File: config.mk
export PLATFORM = sky130hd
export DESIGN_NAME = imm_gen_pipe
export DESIGN_NICKNAME = d
export VERILOG_FILES = /design/src/rtl/imm_gen_pkg.sv /design/src/rtl/imm_decode.sv /design/src/rtl/imm_gen_pipe.sv
export SDC_FILE = /design/constraint.sdc
export NUM_CORES = 1
export LEC_CHECK = 0
export ABC_AREA = 1
export ABC_CLOCK_PERIOD_IN_PS = 2100
export CORE_UTILIZATION = 53
export DETAILED_ROUTE_END_ITERATION = 16
export HOLD_SLACK_MARGIN = 0.06
export PLACE_DENSITY = 0.81
export SYNTH_ARGS = -nofsm -noshare
export SYNTH_HDL_FRONTEND = slang
export SYNTH_SLANG_ARGS = --single-unit
export TNS_END_PERCENT = 1
File: constraint.sdc
create_clock -name clk -period 2.1 [get_ports clk]
set_input_delay 0.42 -clock clk [delete_from_list [all_inputs] [get_ports clk]]
set_output_delay 0.42 -clock clk [all_outputs]
set_load 0.05 [all_outputs]
File: src/rtl/imm_gen_pkg.sv
`default_nettype none
// ============================================================================
//  Module      : imm_gen_pkg
//  Description : Shared types and opcode constants for the immediate
//                generation stage (format codes, RV base opcodes).
//  Revision    : 1.0 - initial release
// ============================================================================
package imm_gen_pkg;

  // Format tag attached to every generated immediate
  typedef enum logic [2:0] {
    FMT_NONE  = 3'd0,
    FMT_I     = 3'd1,
    FMT_S     = 3'd2,
    FMT_B     = 3'd3,
    FMT_U     = 3'd4,
    FMT_J     = 3'd5,
    FMT_SHAMT = 3'd6,
    FMT_CSR   = 3'd7
  } imm_fmt_e;

  // Base-ISA major opcodes, inst[6:0]
  localparam logic [6:0] OP_LOAD   = 7'b0000011;
  localparam logic [6:0] OP_IMM    = 7'b0010011;
  localparam logic [6:0] OP_JALR   = 7'b1100111;
  localparam logic [6:0] OP_STORE  = 7'b0100011;
  localparam logic [6:0] OP_BRANCH = 7'b1100011;
  localparam logic [6:0] OP_LUI    = 7'b0110111;
  localparam logic [6:0] OP_AUIPC  = 7'b0010111;
  localparam logic [6:0] OP_JAL    = 7'b1101111;
  localparam logic [6:0] OP_SYSTEM = 7'b1110011;
  localparam logic [6:0] OP_REG    = 7'b0110011;
  localparam logic [6:0] OP_FENCE  = 7'b0001111;

endpackage
`default_nettype wire

File: src/rtl/imm_decode.sv
`default_nettype none
// ============================================================================
//  Module      : imm_decode
//  Description : Combinational instruction -> {immediate, format, illegal}
//                decoder for all RV base-ISA immediate formats.
//  Revision    : 1.0 - initial release
// ============================================================================
module imm_decode
  import imm_gen_pkg::*;
#(
  parameter int XLEN = 32
) (
  input  logic [31:0]     inst_i,
  output logic [XLEN-1:0] imm_o,
  output imm_fmt_e        fmt_o,
  output logic            illegal_o
);

  // Every format fits in 32 bits; zero-extended formats keep bit 31 clear,
  // so a single sign-fill to XLEN covers all of them.
  logic [31:0] val32;
  logic [31:0] shamt_ext;
  logic        sgn;

  assign sgn = inst_i[31];

  // RV64 shifts use a 6-bit amount, RV32 a 5-bit one
  if (XLEN == 64) begin : g_shamt64
    assign shamt_ext = {26'b0, inst_i[25:20]};
  end else begin : g_shamt32
    assign shamt_ext = {27'b0, inst_i[24:20]};
  end

  // Opcode decode: pick the format and assemble its 32-bit immediate
  always_comb begin
    val32     = '0;
    fmt_o     = FMT_NONE;
    illegal_o = 1'b0;
    case (inst_i[6:0])
      OP_LOAD, OP_JALR: begin
        fmt_o = FMT_I;
        val32 = {{20{sgn}}, inst_i[31:20]};
      end
      OP_IMM: begin
        if (inst_i[14:12] == 3'b001 || inst_i[14:12] == 3'b101) begin
          fmt_o = FMT_SHAMT;
          val32 = shamt_ext;
        end else begin
          fmt_o = FMT_I;
          val32 = {{20{sgn}}, inst_i[31:20]};
        end
      end
      OP_STORE: begin
        fmt_o = FMT_S;
        val32 = {{20{sgn}}, inst_i[31:25], inst_i[11:7]};
      end
      OP_BRANCH: begin
        fmt_o = FMT_B;
        val32 = {{19{sgn}}, inst_i[31], inst_i[7], inst_i[30:25], inst_i[11:8], 1'b0};
      end
      OP_LUI, OP_AUIPC: begin
        fmt_o = FMT_U;
        val32 = {inst_i[31:12], 12'b0};
      end
      OP_JAL: begin
        fmt_o = FMT_J;
        val32 = {{11{sgn}}, inst_i[31], inst_i[19:12], inst_i[20], inst_i[30:21], 1'b0};
      end
      OP_SYSTEM: begin
        if (inst_i[14]) begin
          fmt_o = FMT_CSR;
          val32 = {27'b0, inst_i[19:15]};
        end
      end
      OP_REG, OP_FENCE: begin
        fmt_o = FMT_NONE;
      end
      default: begin
        illegal_o = 1'b1;
      end
    endcase
  end

  // Sign-fill the upper bits from bit 31 of the 32-bit value
  always_comb begin
    imm_o       = {XLEN{val32[31]}};
    imm_o[31:0] = val32;
  end

endmodule
`default_nettype wire

File: src/rtl/imm_gen_pipe.sv
`default_nettype none
// ============================================================================
//  Module      : imm_gen_pipe
//  Description : Registered, valid/ready immediate-generation stage with a
//                2-entry skid buffer, flush and saturating illegal counter.
//  Revision    : 1.0 - initial release
// ============================================================================
module imm_gen_pipe
  import imm_gen_pkg::*;
#(
  parameter int XLEN  = 32,
  parameter int CNT_W = 8
) (
  input  logic             clk,
  input  logic             rst_n,
  input  logic             flush,
  input  logic             in_valid,
  output logic             in_ready,
  input  logic [31:0]      in_inst,
  input  logic [XLEN-1:0]  in_pc,
  output logic             out_valid,
  input  logic             out_ready,
  output logic [XLEN-1:0]  out_imm,
  output logic [2:0]       out_fmt,
  output logic [XLEN-1:0]  out_pc,
  output logic             out_illegal,
  output logic [CNT_W-1:0] illegal_cnt
);

  typedef struct packed {
    logic [XLEN-1:0] imm;
    imm_fmt_e        fmt;
    logic [XLEN-1:0] pc;
    logic            ill;
  } entry_t;

  entry_t           dec_w;
  entry_t           main_q, main_d;
  entry_t           skid_q, skid_d;
  logic             main_valid_q, main_valid_d;
  logic             skid_valid_q, skid_valid_d;
  logic [CNT_W-1:0] cnt_q, cnt_d;
  logic             accept;
  logic             drain;

  imm_decode #(.XLEN(XLEN)) u_decode (
    .inst_i    (in_inst),
    .imm_o     (dec_w.imm),
    .fmt_o     (dec_w.fmt),
    .illegal_o (dec_w.ill)
  );
  assign dec_w.pc = in_pc;

  // Ready depends only on skid occupancy, so there is no in->out comb path
  assign in_ready = ~skid_valid_q;
  assign accept   = in_valid & in_ready & ~flush;
  assign drain    = main_valid_q & out_ready;

  // Buffer control: skid word refills main first so order is preserved
  always_comb begin
    main_d       = main_q;
    skid_d       = skid_q;
    main_valid_d = main_valid_q;
    skid_valid_d = skid_valid_q;
    if (flush) begin
      main_valid_d = 1'b0;
      skid_valid_d = 1'b0;
    end else if (!main_valid_q || drain) begin
      if (skid_valid_q) begin
        // in_ready is low here, so no new word can arrive this cycle
        main_d       = skid_q;
        main_valid_d = 1'b1;
        skid_valid_d = 1'b0;
      end else if (accept) begin
        main_d       = dec_w;
        main_valid_d = 1'b1;
      end else begin
        main_valid_d = 1'b0;
      end
    end else if (accept) begin
      skid_d       = dec_w;
      skid_valid_d = 1'b1;
    end
  end

  // Saturating count of accepted illegal words; flush does not touch it
  always_comb begin
    cnt_d = cnt_q;
    if (accept && dec_w.ill && (cnt_q != {CNT_W{1'b1}})) begin
      cnt_d = cnt_q + 1'b1;
    end
  end

  // State registers with asynchronous clear
  always_ff @(posedge clk or negedge rst_n) begin
    if (!rst_n) begin
      main_q       <= '0;
      skid_q       <= '0;
      main_valid_q <= 1'b0;
      skid_valid_q <= 1'b0;
      cnt_q        <= '0;
    end else begin
      main_q       <= main_d;
      skid_q       <= skid_d;
      main_valid_q <= main_valid_d;
      skid_valid_q <= skid_valid_d;
      cnt_q        <= cnt_d;
    end
  end

  assign out_valid   = main_valid_q;
  assign out_imm     = main_q.imm;
  assign out_fmt     = main_q.fmt;
  assign out_pc      = main_q.pc;
  assign out_illegal = main_q.ill;
  assign illegal_cnt = cnt_q;

endmodule
`default_nettype wire

==> notes.md <==
On the backend side, the flow ran end to end.

The final worst slack stands at 0.0450 ns. The share of total power in the clock network stands at 33.5%. STA lists the endpoint of the worst register-to-register path as out_pc[21]$_DFFE_PN0P_. The run finished with clean final reports. The sequential group share of total power stands at 41.2%.

The script computed the net switching share of total power as 35.0%. The synthesized netlist devotes less than 1% of its cell area to XOR and XNOR gates. Per the detailed-route log, wirelength across all metal layers totals approximately 21,000 um. After synthesis, the cell types taking the most area are sky130_fd_sc_hd__dfrtp_1 47%, sky130_fd_sc_hd__nand2_1 17%, sky130_fd_sc_hd__o21ai_0 7.1%. Setup repair after global routing left no endpoint under its margin. The total length of routed met3 wires stands at 1560 um. The post-synthesis share of cell area spent on and-or and or-and gates stands at 11.6%. The number of port buffers stands at around 150.

The post-CTS clock slew at the launch and capture registers of the worst setup and hold paths stands at 0.07 ns. The CTS H-tree depth stands at 4. The maximum vdd drop stands at 730 uV. The final worst clock skew stands at ~0.0085 ns. The amount of wire on met2 after detailed routing stands at slightly below 10,000 um. The count of unresolved DRC violations after routing stands at 0. The area occupied by multi-input gates stands at around 0.0033 sq mm.
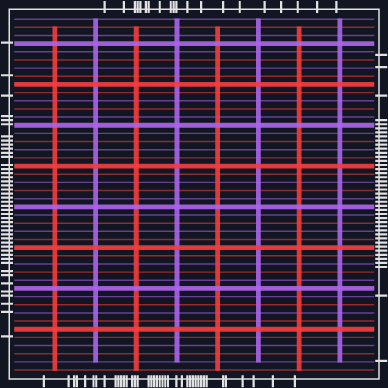
**Above:** supply network.
Scale: 3 px per um. Pins as bars on the die edge.
- red: VSS
- purple: VDD
- met5 straps: 8
- met1 rails: 44
- met4 straps: 8
- rows: 43

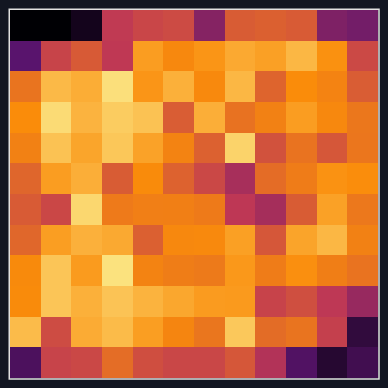
**Above:** local utilization.
Scale: 3 px per um. 12 x 12 tiles, from black (low) to pale yellow (high), 0 to 100% covered.
- fullest tile: 94%
- mean over tiles: 67%
- tiles over 75% full: 37%
- nearly empty tiles: 1.4%
- emptiest ninth of the die: bottom right

Power figures rest on the tool's default switching activity, not on a simulated workload.
